[config.mk]
export PLATFORM = sky130hd
export DESIGN_NAME = byte_lsu
export DESIGN_NICKNAME = d
export VERILOG_FILES = /design/src/rtl/byte_lsu.sv
export SDC_FILE = /design/constraint.sdc
export NUM_CORES = 1
export LEC_CHECK = 0
export CAP_MARGIN = 25
export CORE_ASPECT_RATIO = 0.75
export CORE_MARGIN = 2
export CORE_UTILIZATION = 35
export CTS_CLUSTER_DIAMETER = 200
export DETAILED_ROUTE_END_ITERATION = 12
export PLACE_DENSITY = 0.59
export SLEW_MARGIN = 20
export SYNTH_ARGS = -nofsm -noshare
export SYNTH_HDL_FRONTEND = slang
export SYNTH_SLANG_ARGS = --single-unit
[constraint.sdc]
create_clock -name clk -period 4.52 [get_ports clk]
set_input_delay 1.13 -clock clk [delete_from_list [all_inputs] [get_ports clk]]
set_output_delay 1.13 -clock clk [all_outputs]
set_load 0.1 [all_outputs]
[src/rtl/byte_lsu.sv]
// byte_lsu: load/store initiator between the execute stage and a byte-wide data memory.
//
// Accepts one RV32I LB/LH/LW/LBU/LHU/SB/SH/SW request at a time. Each request becomes 1, 2
// or 4 byte transactions on the memory port, one after another, each using a req/ack
// handshake. Load bytes are assembled little-endian. The result is sign- or zero-extended
// and returned with a one-cycle resp_valid pulse.
//
// Ports
//   clk, rst                 clock; synchronous active-high reset
//   req_valid/req_ready      pipeline request handshake (ready only when idle)
//   req_we, req_funct3       store flag and RV32I load/store funct3
//   req_addr, req_wdata      byte address and store data
//   resp_valid, resp_err     completion pulse; error (illegal request or timeout)
//   resp_rdata               extended load result, held until the next completion
//   mem_en/mem_ack           byte transaction request / completion
//   mem_we, mem_addr         byte write flag and byte address
//   mem_wdata, mem_rdata     write byte / read byte (valid with mem_ack)
//
// Build option
//   MISALIGN_TRAP_EN  when defined, misaligned halfword/word requests are rejected with
//                     resp_err and issue no memory transaction. When undefined, they are
//                     performed as consecutive byte transactions (address wraps silently).

module byte_lsu #(
    parameter int unsigned ADDRESS_WIDTH  = 32,
    parameter int unsigned DATA_WIDTH     = 32,
    parameter int unsigned TIMEOUT_CYCLES = 255
) (
    input  logic                     clk,
    input  logic                     rst,
    input  logic                     req_valid,
    output logic                     req_ready,
    input  logic                     req_we,
    input  logic [2:0]               req_funct3,
    input  logic [ADDRESS_WIDTH-1:0] req_addr,
    input  logic [DATA_WIDTH-1:0]    req_wdata,
    output logic                     resp_valid,
    output logic                     resp_err,
    output logic [DATA_WIDTH-1:0]    resp_rdata,
    output logic                     mem_en,
    output logic                     mem_we,
    output logic [ADDRESS_WIDTH-1:0] mem_addr,
    output logic [7:0]               mem_wdata,
    input  logic [7:0]               mem_rdata,
    input  logic                     mem_ack
);

    localparam int unsigned TmoWidth = (TIMEOUT_CYCLES > 1) ? $clog2(TIMEOUT_CYCLES + 1) : 1;
    localparam int unsigned TmoLast  = (TIMEOUT_CYCLES > 0) ? TIMEOUT_CYCLES - 1 : 0;
    localparam logic [TmoWidth-1:0] TmoLastW = TmoLast[TmoWidth-1:0];

    typedef enum logic [1:0] {
        StIdle,
        StAccess,
        StDone
    } state_e;

    state_e                   state_q, state_d;
    logic                     we_q;
    logic [2:0]               funct3_q;
    logic [ADDRESS_WIDTH-1:0] addr_q;
    logic [DATA_WIDTH-1:0]    wdata_q;
    logic [1:0]               idx_q, idx_d;
    logic [TmoWidth-1:0]      tmo_q, tmo_d;
    logic [31:0]              rbuf_q, rbuf_d;
    logic [DATA_WIDTH-1:0]    rdata_q, rdata_d;
    logic                     err_q, err_d;

    logic        accept;
    logic        illegal;
    logic        misaligned;
    logic [1:0]  last_idx;
    logic [31:0] assembled;
    logic [31:0] extended;

    assign accept = req_valid && (state_q == StIdle);

`ifdef MISALIGN_TRAP_EN
    assign misaligned = ((req_funct3[1:0] == 2'b01) && req_addr[0]) ||
                        ((req_funct3[1:0] == 2'b10) && (req_addr[1:0] != 2'b00));
`else
    assign misaligned = 1'b0;
`endif

    // funct3 011/110/111 are not loads or stores; stores have no unsigned forms.
    assign illegal = (req_funct3 == 3'b011) || (req_funct3[2:1] == 2'b11) ||
                     (req_we && req_funct3[2]) || misaligned;

    always_comb begin
        last_idx = 2'd3;
        unique case (funct3_q[1:0])
            2'b00:   last_idx = 2'd0;
            2'b01:   last_idx = 2'd1;
            default: last_idx = 2'd3;
        endcase
    end

    // Load buffer with the byte being acknowledged this cycle merged in, so the final
    // result can be extended and registered on the last ack without an extra cycle.
    always_comb begin
        assembled = rbuf_q;
        assembled[{idx_q, 3'b000} +: 8] = mem_rdata;
    end

    always_comb begin
        extended = assembled;
        unique case (funct3_q)
            3'b000:  extended = {{24{assembled[7]}}, assembled[7:0]};
            3'b001:  extended = {{16{assembled[15]}}, assembled[15:0]};
            3'b100:  extended = {24'd0, assembled[7:0]};
            3'b101:  extended = {16'd0, assembled[15:0]};
            default: extended = assembled;
        endcase
    end

    always_comb begin
        state_d = state_q;
        idx_d   = idx_q;
        tmo_d   = tmo_q;
        rbuf_d  = rbuf_q;
        rdata_d = rdata_q;
        err_d   = err_q;

        unique case (state_q)
            StIdle: begin
                if (req_valid) begin
                    idx_d  = 2'd0;
                    tmo_d  = '0;
                    rbuf_d = '0;
                    if (illegal) begin
                        state_d = StDone;
                        err_d   = 1'b1;
                        rdata_d = '0;
                    end else begin
                        state_d = StAccess;
                    end
                end
            end
            StAccess: begin
                if (mem_ack) begin
                    tmo_d = '0;
                    if (!we_q) begin
                        rbuf_d = assembled;
                    end
                    if (idx_q == last_idx) begin
                        state_d = StDone;
                        err_d   = 1'b0;
                        rdata_d = we_q ? '0 : extended;
                    end else begin
                        idx_d = idx_q + 2'd1;
                    end
                end else if ((TIMEOUT_CYCLES != 0) && (tmo_q == TmoLastW)) begin
                    // Bytes already written stay written; the load result is discarded.
                    state_d = StDone;
                    err_d   = 1'b1;
                    rdata_d = '0;
                end else begin
                    tmo_d = tmo_q + 1'b1;
                end
            end
            StDone: begin
                state_d = StIdle;
            end
            default: begin
                state_d = StIdle;
            end
        endcase
    end

    always_ff @(posedge clk) begin
        if (rst) begin
            state_q <= StIdle;
            idx_q   <= 2'd0;
            tmo_q   <= '0;
            rbuf_q  <= '0;
            rdata_q <= '0;
            err_q   <= 1'b0;
        end else begin
            state_q <= state_d;
            idx_q   <= idx_d;
            tmo_q   <= tmo_d;
            rbuf_q  <= rbuf_d;
            rdata_q <= rdata_d;
            err_q   <= err_d;
        end
    end

    always_ff @(posedge clk) begin
        if (rst) begin
            we_q     <= 1'b0;
            funct3_q <= 3'd0;
            addr_q   <= '0;
            wdata_q  <= '0;
        end else if (accept) begin
            we_q     <= req_we;
            funct3_q <= req_funct3;
            addr_q   <= req_addr;
            wdata_q  <= req_wdata;
        end
    end

    assign req_ready  = (state_q == StIdle);
    assign resp_valid = (state_q == StDone);
    assign resp_err   = err_q;
    assign resp_rdata = rdata_q;

    // Memory outputs are forced to zero outside ACCESS. They stay stable while waiting
    // for mem_ack because idx_q only advances on an ack.
    assign mem_en    = (state_q == StAccess);
    assign mem_we    = mem_en && we_q;
    assign mem_addr  = mem_en ? (addr_q + ADDRESS_WIDTH'(idx_q)) : '0;
    assign mem_wdata = mem_en ? wdata_q[{idx_q, 3'b000} +: 8] : 8'd0;

endmodule

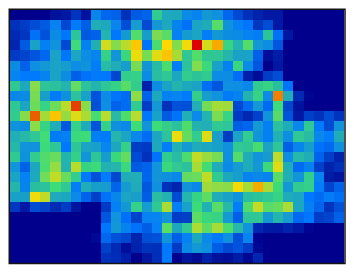
metal_density.png
Scale: 2 px per um. The die is cut into 33 by 25 equal tiles; dark blue is low, red is high, scaled to the fullest tile. Values are wire area over tile area, all layers added.
nearly empty tiles	17%
tiles over half the peak	13%
fullest tile	0.55

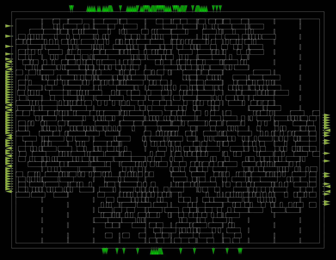
placement.png
post-layout util: 49.89%
Cell Count, Final, Fillers Out: 1293
total core area: 19430 um2

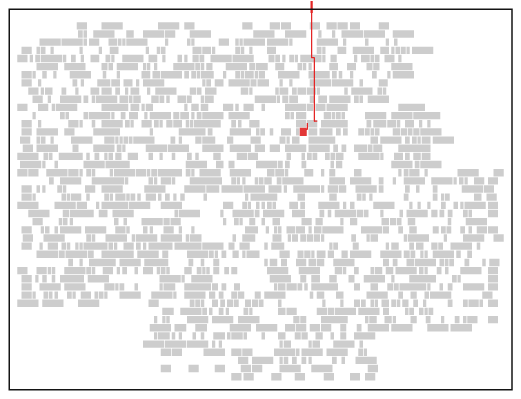
io_fan.png
Scale: 3 px per um.
port	color	bits	direction	end cells	wire
resp_valid	red	1	output	1	41.2 um
Ports: 157
Port-buffer cells: 156

==> ci_impl_report.md <==
### Yosys + OpenROAD results

| Metric | Value |
|---|---|
| Sequential cell area | `2903 um2` |
| N_taps | `253` |
| Clkbuf count | `19` |
| Inverters | `12` |
| Synth Area in Simple Gates | `29.30%` |
| Rel. slew slack | `29.61%` |
| Synthesized cell area | `6982 um2` |
| Non-clock buffers | `168` |
| GR Util met2 | `27.55%` |
| CP Data Required Time | `3.39 ns` |
| Max Root-Sink Buffers | `2` |
| CP Capture Type | `primary output` |
| DR pass1 iterations | `5` |
| Slowest stage delay, CP | `0.50 ns` |
| Fillers | `1941` |
| Share of post-route cells with drive strength above 1 | `10.97%` |
| Tool warnings | `31` |
| Signal buf overhead | `20.44%` |
| Synth area leader | `dfxtp_1` |
| Fmax achieved | `0.2398 GHz` |
| Combinational Power Share | `17.1%` |
| Setup CP Type | `reg2out` |
| Via Count | `6490` |
| Pwr Density | `358.7 nW/um2` |
| Mean Syn Cell Area | `7.757 um2` |
| Net count, final | `1116` |
| Total Neg Setup Slack | `0 ns` |
| Vias in the first global route | `5995` |
| DR DRC count | `0` |
| Switching share of power | `29.06%` |
| Wirelength per Cell | `15.80 um` |
| Delay-heaviest family, CP | `simple AND/OR/NAND/NOR gates` |
| MaxCap Viol Count | `0` |
| Crit path depth | `8` |
| Setup crit end | `mem_addr[26]` |
| XORs/XNORs by Area | `4.391%` |
| Area growth, synth to finish | `38.87%` |
| Number of enable flip-flop cells | `0` |
| Share of flip-flops with an asynchronous set or reset | `0%` |
| Clock Skews | `0.008622 ns` |
| Total CTS buffers | `17` |
| Vias per cell | `5.019` |
| Placement Rows | `44` |
| Gpl congestion | `0.8379` |
| Initial antenna violation count | `1` |
| Clock share of power | `42.9%` |
| Hold path depth | `2` |
| Hold-fix buffers at CTS | `0` |
| Slew Limit Fails | `0` |
| Type of element launching the critical path | `register` |
| Placed inst area | `9072 um2` |
| Final hold slack | `0.4489 ns` |
| Post-Synth Adder-Cell Area | `1.900%` |
| P_seq | `1390 uW` |
| Hold Startpoint | `rbuf_q[2]` |
| Max-area cell class | `logic gates` |
| Area share of the largest cell type after synthesis | `41.58%` |
| CTS tree | `built` |
| Chip area | `21110 um2` |
| Met1 Resource Use GR | `28.10%` |
| Yosys top cell by instances | `nand2_1` |
| Most numerous logic cells after layout | `nand2_1 (178), dfxtp_1 (145), clkdlybuf4s50_1 (113)` |
| Die Y | `126.3 um` |
| Combinational Power | `596 uW` |
| Worst Tran Pin Value | `1.053 ns` |
| GRT overflow | `0` |
| Top power group | `clock` |
| Post-DRT Antenna Nets | `0` |
| Placed Cells | `1260` |
| RSZ-0062 raised after global routing | `false` |
| Critical Path Source | `addr_q[0]` |
| Total Wirelength | `20.44 mm` |
| Worst hold path endpoint | `rbuf_q[2]` |
| Endpoints failing setup | `0` |
| Critical R2R Capture | `resp_rdata[24]` |
| Syn Inst Count | `900` |
| Top Metal Used | `met4` |
| Clock network power | `1490 uW` |
| FF-to-FF Start | `idx_q[0]` |
| Pre-CTS WS | `0.6967 ns` |
| Status | `finished, final reports clean` |
| Unique cell types | `55` |
No activity file was given, so power comes from the tool's default toggle rates.
